<file path="src/rtl/uart_tx_arbiter.sv">
// ----------------------------------------------------------------------------
// uart_tx_arbiter
//   Round-robin scheduler that shares one simplex UART transmitter among
//   NUM_REQ byte producers. One byte is accepted at a time over valid/ready.
//   The byte is presented to the UART with a one-cycle send strobe. The block
//   then stays off the line for a full frame time plus a guard interval,
//   because the UART has no busy flag.
//
// Ports
//   CLK          system clock, rising edge
//   RST          asynchronous reset, active-high
//   i_req_valid  per-requester "byte available"
//   i_req_data   byte of requester n at [8n+7:8n]
//   o_req_ready  one-hot accept; a transfer happens on valid&ready at a rising edge
//   o_send       one-cycle send strobe to the UART (drives its i_send)
//   o_frame      byte for the UART (drives its i_frame); held until the next accept
//   o_busy       high whenever the scheduler is not idle
//   o_grant_id   index of the last accepted requester
// ----------------------------------------------------------------------------
module uart_tx_arbiter #(
  parameter int ClockFrequency = 50_000_000,
  parameter int BaudRate       = 115200,
  parameter int NUM_REQ        = 4,
  parameter int GUARD_TICKS    = 2,
  localparam int ID_W          = (NUM_REQ > 1) ? $clog2(NUM_REQ) : 1
) (
  input  logic                 CLK,
  input  logic                 RST,
  input  logic [NUM_REQ-1:0]   i_req_valid,
  input  logic [8*NUM_REQ-1:0] i_req_data,
  output logic [NUM_REQ-1:0]   o_req_ready,
  output logic                 o_send,
  output logic [7:0]           o_frame,
  output logic                 o_busy,
  output logic [ID_W-1:0]      o_grant_id
);

  localparam int TICKS_PER_BIT = ClockFrequency / BaudRate;
  // Start + 8 data + stop bits, plus idle guard cycles after the stop bit.
  localparam int FRAME_CYCLES  = 10 * TICKS_PER_BIT + GUARD_TICKS;
  localparam int CNT_W         = $clog2(FRAME_CYCLES + 1);

  localparam logic [CNT_W-1:0] CNT_LOAD  = CNT_W'(FRAME_CYCLES - 1);
  localparam logic [ID_W-1:0]  LAST_INIT = ID_W'(NUM_REQ - 1);

  typedef enum logic [1:0] {
    ST_IDLE,
    ST_SEND,
    ST_WAIT
  } state_e;

  state_e           state_q, state_d;
  logic [CNT_W-1:0] cnt_q, cnt_d;
  logic [7:0]       frame_q, frame_d;
  logic [ID_W-1:0]  grant_q, grant_d;
  logic [ID_W-1:0]  last_q, last_d;

  logic             found;
  logic [ID_W-1:0]  pick;
  logic [ID_W-1:0]  cand;
  logic [7:0]       pick_data;

  // --------------------------------------------------------------------------
  // Round-robin search. It starts one past the last grant and wraps, so the
  // requester just served has the lowest priority next time.
  // --------------------------------------------------------------------------
  always_comb begin
    // NOTE: every variable gets a default before any conditional write so that
    // no path leaves it unassigned; an unassigned path would infer a latch.
    found = 1'b0;
    pick  = '0;
    cand  = '0;
    for (int i = 0; i < NUM_REQ; i++) begin
      cand = ID_W'((int'(last_q) + 1 + i) % NUM_REQ);
      if (!found && i_req_valid[cand]) begin
        found = 1'b1;
        pick  = cand;
      end
    end
  end

  always_comb begin
    pick_data = '0;
    for (int i = 0; i < NUM_REQ; i++) begin
      if (pick == ID_W'(i)) pick_data = i_req_data[8*i +: 8];
    end
  end

  // --------------------------------------------------------------------------
  // FSM: state register
  // --------------------------------------------------------------------------
  always_ff @(posedge CLK or posedge RST) begin
    if (RST) begin
      state_q <= ST_IDLE;
    end else begin
      // NOTE: sequential state uses non-blocking assignments so that every flop
      // samples values from before the edge, whatever the statement order.
      state_q <= state_d;
    end
  end

  // --------------------------------------------------------------------------
  // FSM: next-state logic
  // --------------------------------------------------------------------------
  always_comb begin
    state_d = state_q;
    unique case (state_q)
      ST_IDLE: if (found) state_d = ST_SEND;
      ST_SEND: state_d = ST_WAIT;
      ST_WAIT: if (cnt_q == '0) state_d = ST_IDLE;
      default: state_d = ST_IDLE;
    endcase
  end

  // --------------------------------------------------------------------------
  // FSM: outputs
  // Ready is gated by RST so that no requester sees an accept while the block
  // is held in reset, even though the state flops already read IDLE.
  // --------------------------------------------------------------------------
  always_comb begin
    o_req_ready = '0;
    if (state_q == ST_IDLE && found && !RST) o_req_ready[pick] = 1'b1;
    o_send = (state_q == ST_SEND);
    o_busy = (state_q != ST_IDLE);
  end

  // --------------------------------------------------------------------------
  // Datapath: captured byte, grant bookkeeping and the frame-time counter
  // --------------------------------------------------------------------------
  always_comb begin
    frame_d = frame_q;
    grant_d = grant_q;
    last_d  = last_q;
    cnt_d   = cnt_q;
    unique case (state_q)
      ST_IDLE: begin
        if (found) begin
          frame_d = pick_data;
          grant_d = pick;
          last_d  = pick;
        end
      end
      ST_SEND: cnt_d = CNT_LOAD;
      ST_WAIT: if (cnt_q != '0) cnt_d = cnt_q - CNT_W'(1);
      default: ;
    endcase
  end

  always_ff @(posedge CLK or posedge RST) begin
    if (RST) begin
      // NOTE: the datapath registers are reset too. A mid-frame reset must
      // leave o_frame and o_grant_id at zero, and last_q must restart the
      // rotation at requester 0.
      cnt_q   <= '0;
      frame_q <= '0;
      grant_q <= '0;
      last_q  <= LAST_INIT;
    end else begin
      cnt_q   <= cnt_d;
      frame_q <= frame_d;
      grant_q <= grant_d;
      last_q  <= last_d;
    end
  end

  assign o_frame    = frame_q;
  assign o_grant_id = grant_q;

endmodule

</file>
<file path="config.mk">
export PLATFORM = sky130hd
export DESIGN_NAME = uart_tx_arbiter
export DESIGN_NICKNAME = d
export VERILOG_FILES = /design/src/rtl/uart_tx_arbiter.sv
export SDC_FILE = /design/constraint.sdc
export NUM_CORES = 1
export LEC_CHECK = 0
export CORE_MARGIN = 2
export CORE_UTILIZATION = 50
export CTS_BUF_LIST = sky130_fd_sc_hd__clkbuf_4 sky130_fd_sc_hd__clkbuf_8
export DETAILED_ROUTE_END_ITERATION = 12
export GPL_ROUTABILITY_DRIVEN = 0
export PLACE_DENSITY = 0.95
export SYNTH_ARGS = -nofsm -noshare
export SYNTH_HDL_FRONTEND = slang
export SYNTH_SLANG_ARGS = --single-unit
</file>
<file path="constraint.sdc">
create_clock -name CLK -period 6.75 [get_ports CLK]
set_input_delay 2.025 -clock CLK [delete_from_list [all_inputs] [get_ports CLK]]
set_output_delay 2.025 -clock CLK [all_outputs]
set_load 0.005 [all_outputs]
</file>
Fig. 1: metal 3
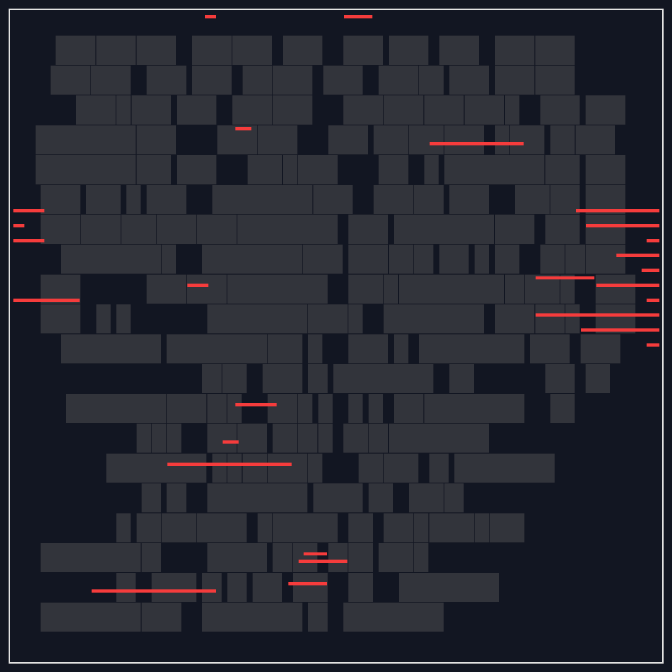
share of all routed wire	3.1%
main direction	horizontal
longest straight run	11.0 µm
Total Routed Length: 3600 µm
via count: 1,396

Fig. 2: routing congestion map
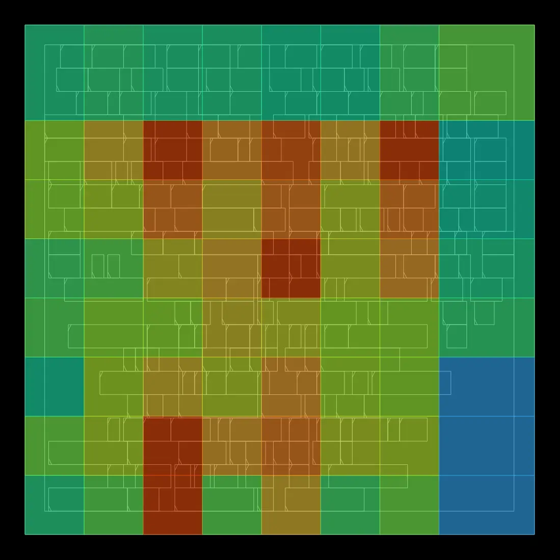
post-layout util: 0.712
busiest layer in global routing: met2

Fig. 3: the metal 2 layer
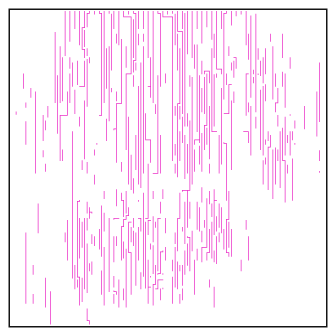
longest straight run	27.5 µm
wire length on this layer	1,870 µm

==> run summary <==
State of the implementation.

- The flow ran to the end, and the final reports show no timing, DRC or antenna violations.
- Based on the critical path, the design can be clocked at up to roughly 170 MHz.
- The total nets after synthesis is 196, for reference.
- The I/O pin count is 54, for reference.
- The detail route stage leaves a number of antenna-violating nets equal to 0.
- The setup check on the worst reg-to-reg path leaves a slack of roughly 4700 ps.
- The worst setup path is of the primary input to output pin kind.
- The number of OpenROAD warnings is 26, for reference.
- The headroom to the max-slew limit is 0.520, for reference.
- Each instance of the synthesized netlist takes up on average around 9.8 µm².
- The global route total overflow is 0, for reference.
- The number of clock buffers inserted by TritonCTS is 3, for reference.
- The number of hold buffers added after CTS was 0.
- The CTS tree is yes, for reference.
- Counting tap cells, the placed design contains a total of approximately 240 instances.
- The async set-reset flop share out of synthesis is 1.00, for reference.
- The critical-path maximum fanout is 6, for reference.
- The classification of the worst-slack hold path is register to register, for reference.
- The number of clock sinks is 27, for reference.
- The slowest cell on the critical path is sky130_fd_sc_hd__clkdlybuf4s50_1, for reference.
- The area inside the core boundary is about 0.0030 mm², for reference.
- The most used standard cell by instance count after synthesis is sky130_fd_sc_hd__dfrtp_1, for reference.
- The CTS clock-pin slew for the worst setup and hold paths is roughly 150 ps, for reference.
- The detailed router reports a met3 wire length of 110 µm.
- For reference, the critical path cell chain is clkdlybuf4s50_1 > nand2b_1 > a21boi_0 > o21ai_1 > nor4b_1 > clkdlybuf4s50_1.
- The largest single stage delay on the critical path is around 560 ps.
- The number of distinct standard cells referenced by the synthesized netlist is 40, for reference.
- In the final layout, the share of cells above drive strength 1 is 0.0721.
- The critical register-to-register path startpoint is state_q[0], for reference.
- The share of the clock period used by the worst path after layout is 0.889, for reference.
- The worst endpoint data arrival time is approximately 4000 ps, for reference.
- The number of global-route vias before repair is around 1,200, for reference.
- The buffer depth of the longest clock path is 2, for reference.
- By count the netlist is led by 25 x sky130_fd_sc_hd__dfrtp_1, 19 x sky130_fd_sc_hd__nor2_1, 18 x sky130_fd_sc_hd__mux2i_1, 8 x sky130_fd_sc_hd__a21oi_1, 8 x sky130_fd_sc_hd__a221oi_1.
- The final antenna diode tally reported by the flow is 0.
- The number of antenna violations at the first check in global routing is 0, for reference.
- Counting instances, the worst hold path has a depth of 1.
- The biggest area contributor in the post-synthesis netlist is sky130_fd_sc_hd__dfrtp_1.
- At the later pin of the worst-skew pair, clock insertion delay measures between 300 and 400 ps.
- In this design, the critical path's most frequently occurring cell is sky130_fd_sc_hd__clkdlybuf4s50_1.
- From bottom edge to top edge, the die measures about 59 µm.
- The area enclosed by the die boundary is 0.00353 mm², for reference.
- Counting flops with a built-in enable in the synthesized netlist gives 0.
- The highest routing layer actually used is met4, for reference.
- The sum of negative setup slack is 0 ps, for reference.
- The mapped netlist covers between 0.0015 and 0.002 mm².
- The tightest hold path in the finished design has a slack of just under 500 ps.
- The first-pass GRT wire length is roughly 5700 µm, for reference.
- At the end of the flow, the number of nets in the layout was around 250.
- The nature of the critical path startpoint is a primary input, for reference.
- The number of filler instances in the final layout is ~230, for reference.
- The launch point of the worst min-delay path is recorded as cnt_q[6].
- For this run, the detailed router's first-pass iteration total came to 4.
- The post-detailed-route DRC marker count is 0, for reference.
- The routed length per placed instance is approximately 15 µm, for reference.
- The worst ir drop on vdd is between 0.15 and 0.2 mV, for reference.
- After synthesis, the chip area reported by Yosys is ~0.0015 mm².
- Entering global routing, the biggest net connects 28 pins.
- Subtracting the final worst setup slack from the clock period gives around 6000 ps.
- Leaving out fill and tap cells, the most frequent cells in the layout are 53 x sky130_fd_sc_hd__clkdlybuf4s50_1, 25 x sky130_fd_sc_hd__dfrtp_1, 19 x sky130_fd_sc_hd__nor2_1, 18 x sky130_fd_sc_hd__mux2i_1, 8 x sky130_fd_sc_hd__a221oi_1.
- The critical path data required time is 4720 ps, for reference.
- The type of element capturing the critical path is an output pin, for reference.
- The power density over the cells is around 340 mW/mm², for reference.
- The final count of pins violating max slew is 0, for reference.
- The post-synthesis cell count from yosys is roughly 160, for reference.
- The buffer_ports step reported a buffer count of around 53.
- Looking at the cell usage after synthesis, the top flip-flop cell is sky130_fd_sc_hd__dfrtp_1.
- After legalization and detailed placement, the total HPWL measured between 2000 and 3000 µm.
- The number of cells in the finished layout apart from fillers is 241, for reference.
- Synthesis handed over a netlist of 157 instances.
- The sum of met2 wire segment lengths after detailed routing is about 1900 µm, for reference.
- The setup clock skew after layout is roughly 6.4 ps, for reference.
- CTS placed an instance of sky130_fd_sc_hd__clkbuf_4 at the clock tree root.
- In this run the worst setup path begins at i_req_valid[3].
- The leakage power total is just under 0.9 nW, for reference.
- The layout-stage area growth over the synthesis result is 38.0%, for reference.
- Per the repair_timing log after CTS, setup buffers inserted total 0.
- The sequential cell area fraction in the yosys report is 0.441, for reference.
- The synthesis report lists the most area-consuming cells as sky130_fd_sc_hd__dfrtp_1 41%, sky130_fd_sc_hd__mux2i_1 12%, sky130_fd_sc_hd__nor2_1 4.6%.
- The floorplan die width is 59.4 µm, for reference.
- The site row count is 20, for reference.
- The routed length on met1 is ~1600 µm, for reference.
- At the floorplan stage, the core utilization is reported as 0.516.
- The placement-stage cell area is ~0.0021 mm², for reference.
- The slew at the pin closest to its max-slew limit is between 700 and 800 ps, for reference.
- Once synthesis finished, the tally of register bits stood at 27.
- The most common cell after layout, fill and taps aside is sky130_fd_sc_hd__clkdlybuf4s50_1, for reference.
- The aggregate global-route resource usage is 0.210, for reference.
- The count of max-cap constraint violations is 0, for reference.
- After detailed routing, the number of vias per cell comes to roughly 5.8.
Fig. 4: the metal 1 layer
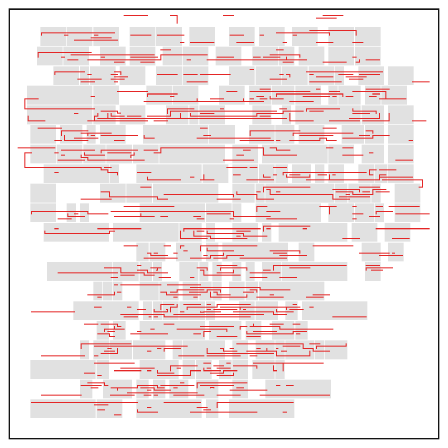
nets with wire on the layer	221
main direction	horizontal
share of all routed wire	44%
wire length on this layer	1,570 µm
longest straight run	26.2 µm

Fig. 5: register map, names as in the netlist
Bar = 20 µm. Other sequential cells in the stronger gray, the rest of the logic in the fainter gray.
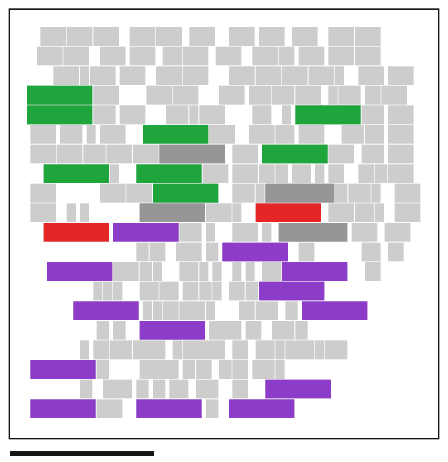
color	signal	flops
green	o_frame	8
purple	cnt_q	13
red	o_grant_id	2
fraction of area in registers: 0.320
flip-flop and latch area: 678 µm²
reported sequential group power: 0.000280 W

[report_power, final]
part	switching [W]	internal, W	total [W]
Clock	0.0000487	0.0000223	0.0000710
Combinational	0.000173	0.000190	0.000363
Sequential	0.0000553	0.000224	0.000280
[kinds of logic (layout without fill, tap and decap cells)]
family	Yosys count	count (layout)	share of synthesized area
xor+xnor	3	3	0.0171
simple gates	57	57	0.202
compound gates	34	34	0.165
flops	27	27	0.441
mux	19	19	0.125
buf+inv	16	67	0.0415
fa+ha+maj	1	1	0.00814
[worst max-delay path, delay by kind of cell]
family,cells,cell delay (ps)
buffers and inverters,2,1090
AND-OR/OR-AND,2,480
AND/OR/NAND/NOR,2,380
[state kept, by name, indices dropped and copies added, names as in the netlist]
register	flops
cnt_q	13
state_q	2
last_q	2
o_grant_id	2
o_frame	8
[routing by layer]
metal  vias up  global-route usage
met5         -                   0
met2        35               0.345
met3         5              0.0153
met4         0              0.0779
met1       674               0.290
li1        682                   -
[area by class of cell]
cell class              count  share of cell area
flip-flops and latches     27               0.320
inverters                   8              0.0142
well taps                  33              0.0195
clock buffers               3              0.0106
clock inverters             1             0.00236
multi-input cells         114               0.376
repair buffers             55               0.257
[through the flow]
stage	power [W]	worst slack, ps	utilization
floorplan	0.000493	1650	-
global placement	0.000633	807	0.703
detailed placement	0.000646	775	0.703
CTS	0.000717	756	0.712
global route	0.000764	655	0.712
finish	0.000714	749	0.712
[final timing paths]
path / endpoint
max: o_req_ready[1]
min: cnt_q[6]
max reg2reg: cnt_q[5]
min reg2reg: cnt_q[6]
max in group asynchronous: last_q[0]
min in group asynchronous: cnt_q[1]
Power figures rest on the tool's default switching activity, not on a simulated workload.
